**config.mk**
```make
export PLATFORM = sky130hd
export DESIGN_NAME = seven_seg_scanner
export DESIGN_NICKNAME = d
export VERILOG_FILES = /design/src/rtl/seven_seg_scanner.sv
export SDC_FILE = /design/constraint.sdc
export NUM_CORES = 1
export LEC_CHECK = 0
export ABC_AREA = 1
export CAP_MARGIN = 0
export CORE_UTILIZATION = 35
export CTS_CLUSTER_DIAMETER = 40
export CTS_CLUSTER_SIZE = 10
export DETAILED_ROUTE_END_ITERATION = 6
export GPL_ROUTABILITY_DRIVEN = 0
export PLACE_DENSITY = 0.52
export SLEW_MARGIN = 20
export SYNTH_ARGS = -nofsm -noshare
export SYNTH_HDL_FRONTEND = slang
export SYNTH_SLANG_ARGS = --single-unit
```
**constraint.sdc**
```tcl
create_clock -name i_clk -period 3.4 [get_ports i_clk]
set_clock_uncertainty 0.15 [all_clocks]
set_input_delay 0.68 -clock i_clk [delete_from_list [all_inputs] [get_ports i_clk]]
set_output_delay 0.68 -clock i_clk [all_outputs]
set_load 0.005 [all_outputs]
```
**src/rtl/seven_seg_scanner.sv**
```systemverilog
// Four-digit multiplexed 7-segment scanner with frame snapshots, guard-band
// anti-ghosting, leading-zero blanking and registered active-low outputs.
module seven_seg_scanner #(
  parameter int DWELL = 50000,
  parameter int GUARD = 16
) (
  input  logic        i_clk,
  input  logic        i_rst,
  input  logic [15:0] i_BCD,
  input  logic [3:0]  i_dp,
  input  logic        i_blank_lz,
  output logic [3:0]  o_anode,
  output logic [6:0]  o_seg,
  output logic        o_dp,
  output logic        o_frame_done
);

  localparam int CW = $clog2(DWELL);
  localparam logic [CW-1:0] CNT_LAST  = CW'(DWELL - 1);
  localparam logic [CW-1:0] CNT_GUARD = CW'(GUARD);

  typedef enum logic {ST_SNAP, ST_SCAN} state_e;

  state_e          state_q, state_d;
  logic [CW-1:0]   cnt_q, cnt_d;
  logic [1:0]      idx_q, idx_d;
  logic [15:0]     bcd_q;
  logic [3:0]      dp_q;
  logic            blz_q;
  logic [3:0]      anode_q, anode_d;
  logic [6:0]      seg_q, seg_d;
  logic            dp_out_q, dp_out_d;
  logic            done_q;

  logic            snap;
  logic            slot_end;
  logic [3:0][3:0] digits;
  logic [3:0]      blank;

  function automatic logic [6:0] seg_decode(input logic [3:0] d);
    logic [6:0] s;
    case (d)
      4'd0:    s = 7'b1000000;
      4'd1:    s = 7'b1111001;
      4'd2:    s = 7'b0100100;
      4'd3:    s = 7'b0110000;
      4'd4:    s = 7'b0011001;
      4'd5:    s = 7'b0010010;
      4'd6:    s = 7'b0000010;
      4'd7:    s = 7'b1111000;
      4'd8:    s = 7'b0000000;
      4'd9:    s = 7'b0010000;
      default: s = 7'b0111111;
    endcase
    return s;
  endfunction

  // ST_SNAP is the single cycle after reset: take the first frame, hold the scan at 0.
  always_ff @(posedge i_clk or posedge i_rst) begin
    if (i_rst) state_q <= ST_SNAP;
    else       state_q <= state_d;
  end

  always_comb begin
    state_d = state_q;
    case (state_q)
      ST_SNAP: state_d = ST_SCAN;
      default: state_d = ST_SCAN;
    endcase
  end

  assign slot_end = (cnt_q == CNT_LAST);

  always_comb begin
    snap = 1'b0;
    if (state_q == ST_SNAP)            snap = 1'b1;
    else if (slot_end && idx_q == 2'd3) snap = 1'b1;
  end

  always_comb begin
    cnt_d = cnt_q + 1'b1;
    idx_d = idx_q;
    if (state_q == ST_SNAP) begin
      cnt_d = '0;
      idx_d = 2'd0;
    end else if (slot_end) begin
      cnt_d = '0;
      idx_d = idx_q + 2'd1;
    end
  end

  always_ff @(posedge i_clk or posedge i_rst) begin
    if (i_rst) begin
      cnt_q <= '0;
      idx_q <= 2'd0;
    end else begin
      cnt_q <= cnt_d;
      idx_q <= idx_d;
    end
  end

  // Frame registers: inputs are only sampled here, so a frame is never torn.
  always_ff @(posedge i_clk or posedge i_rst) begin
    if (i_rst) begin
      bcd_q <= '0;
      dp_q  <= '0;
      blz_q <= 1'b0;
    end else if (snap) begin
      bcd_q <= i_BCD;
      dp_q  <= i_dp;
      blz_q <= i_blank_lz;
    end
  end

  assign digits = bcd_q;

  always_comb begin
    blank    = '0;
    blank[3] = blz_q && (digits[3] == 4'd0);
    blank[2] = blank[3] && (digits[2] == 4'd0);
    blank[1] = blank[2] && (digits[1] == 4'd0);
  end

  always_comb begin
    anode_d  = 4'b1111;
    seg_d    = 7'b1111111;
    dp_out_d = 1'b1;
    if (state_q == ST_SCAN && cnt_q >= CNT_GUARD && !blank[idx_q]) begin
      anode_d  = ~(4'b0001 << idx_q);
      seg_d    = seg_decode(digits[idx_q]);
      dp_out_d = ~dp_q[idx_q];
    end
  end

  always_ff @(posedge i_clk or posedge i_rst) begin
    if (i_rst) begin
      anode_q  <= 4'b1111;
      seg_q    <= 7'b1111111;
      dp_out_q <= 1'b1;
      done_q   <= 1'b0;
    end else begin
      anode_q  <= anode_d;
      seg_q    <= seg_d;
      dp_out_q <= dp_out_d;
      done_q   <= snap;
    end
  end

  assign o_anode      = anode_q;
  assign o_seg        = seg_q;
  assign o_dp         = dp_out_q;
  assign o_frame_done = done_q;

endmodule

```
==> results.py <==
# Auto-generated metrics
metrics = {
    "run_status": {
        "run_status": "finished, final reports clean",
    },
    "setup_path": {
        "startpoint_type": "register",
        "reg2reg_depth": 9,
        "arrival_ns": 2.24,
        "r2r-end": "o_seg[5]",
        "r2r-start": "idx_q[0]",
        "endpoint": "o_seg[5]",
        "reg2reg_slack_ns": 1.22,
        "crit_required_ns": 3.46,
    },
    "synthesis": {
        "ys_cells": 351,
        "floorplan.nets": 385,
        "async_flop_share_pct": 100.0,
        "postSynthAreaPerCell_um2": 8.152,
        "topCellsByArea": "dfrtp_1 (36%), nand3_1 (13%), nand2_1 (11%)",
        "edf_count": 0,
        "yosys_area_um2": 2861,
        "synthCells": 351,
        "numSynthFlops": 53,
        "synth_seq_share_pct": 46.87,
    },
    "pwr": {
        "pwr-share-seq_pct": 48.2,
        "p_total_mw": 1.445,
        "irDropWorstVdd_uv": 192.0,
        "pwr.group.clock_mw": 0.513,
        "pg_comb_mw": 0.236,
        "switching_power_mw": 0.3955,
        "power_density_nw_per_um2": 425.4,
        "pwr-share-clk_pct": 35.5,
    },
    "clocking": {
        "post_cts_resized": 0,
        "htree_levels": 2,
        "clkLatencyLatePin_ns": 0.31,
        "cts.sinks": 53,
        "post_cts_buffers": 0,
        "ctsHoldBuffers": 0,
    },
    "final_timing": {
        "finalHoldViolCount": 0,
        "min_period_ns": 2.183,
        "finalSetupTns_ns": 0,
        "whs_ns": 0.3448,
    },
    "global_route": {
        "grtUsageTotal_pct": 15.87,
        "grt_overflow_total": 0,
        "grt_max_degree": 31,
    },
    "layout": {
        "final_nets": 416,
        "final_area_um2": 3396,
        "layout_top_cells": "nand2_1 (85), nand3_1 (73), nor2_1 (46)",
        "insertedDiodeCount": 0,
        "stdcell_count": 485,
        "fillers": 793,
    },
    "routing": {
        "viasPerCell": 4.693,
        "first_iter_violations": 140,
        "route.met2.wl_um": 2545,
        "remaining_drc_errors": 0,
        "top_layer_used": "met4",
    },
    "hold_path": {
        "min-delay-start": "cnt_q[0]",
        "min_to": "cnt_q[0]",
    },
    "floorplanning": {
        "die_y_um": 92.42,
        "rows": 32,
        "io_pins": 36,
    },
    "placed_design": {
        "place_worst_setup_slack_ns": 1.240,
        "placed_area_um2": 3258,
        "io_buffers": 35,
    },
    "run": {
        "warnings": 35,
    },
}
[cell type report]
class	instances	area [um2]	share of cell area (%)
clock buffers	5	68.82	2.027
clock inverters	3	68.82	2.027
inverters	24	90.09	2.653
multi-input cells	260	1326	39.06
flip-flops and latches	53	1341	39.50
well taps	102	127.6	3.758
repair buffers	38	372.9	10.98
[kinds of logic after synthesis]
kind of cell,share of synthesized area (%)
DFF,46.87
and+or+nand+nor,36.64
xor gates and xnor gates,2.143
other,0.1311
AOI/OAI and AO/OA,2.623
buffers and inverters,6.777
adders and majority gates,4.810
[metal layers]
metal,global-route usage [%],up-vias
li1,-,1188
met5,0,-
met3,3.366,6
met1,24.21,1032
met4,4.297,0
met2,22.41,50
Signal wires on met2:
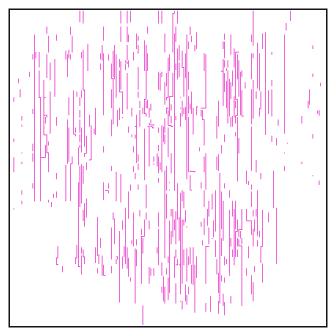
longest straight run: 48.6 um
share of all routed wire: 42%
wire length on this layer: 2550 um

Metal 3:
Cells faint in the background.
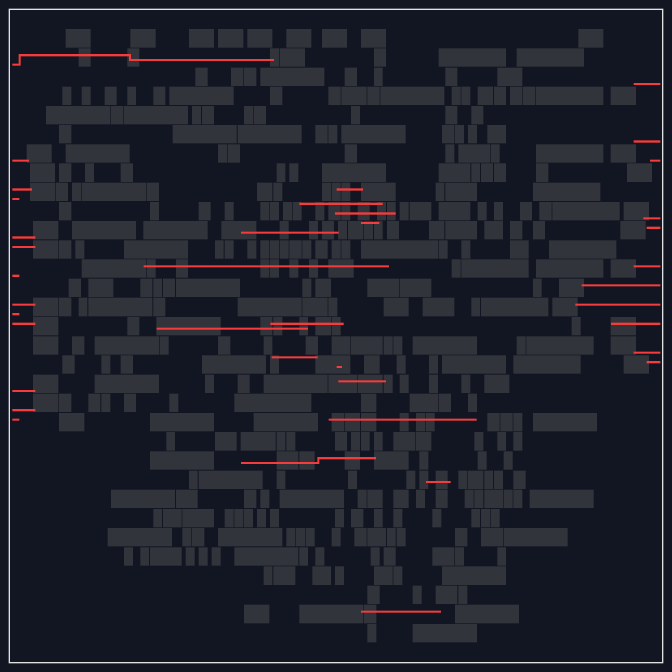
nets with wire on the layer: 34
wire length on this layer: 286 um
main direction: horizontal
share of all routed wire: 4.7%
longest straight run: 34.5 um

The metal 1 layer:
Cells faint in the background.
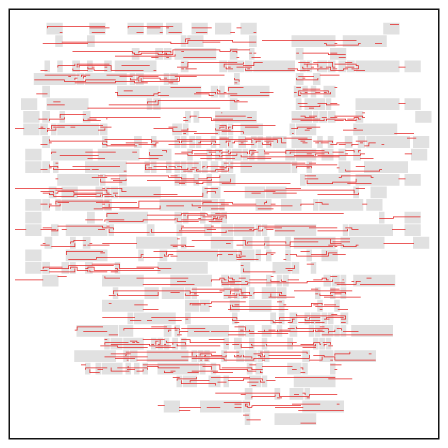
main direction: horizontal
longest straight run: 28.5 um
share of all routed wire: 52%
Post-Route WL: 6110 um
vias: 2276
met1 usage: 24.21%

Power and IR drop assume default switching activity.
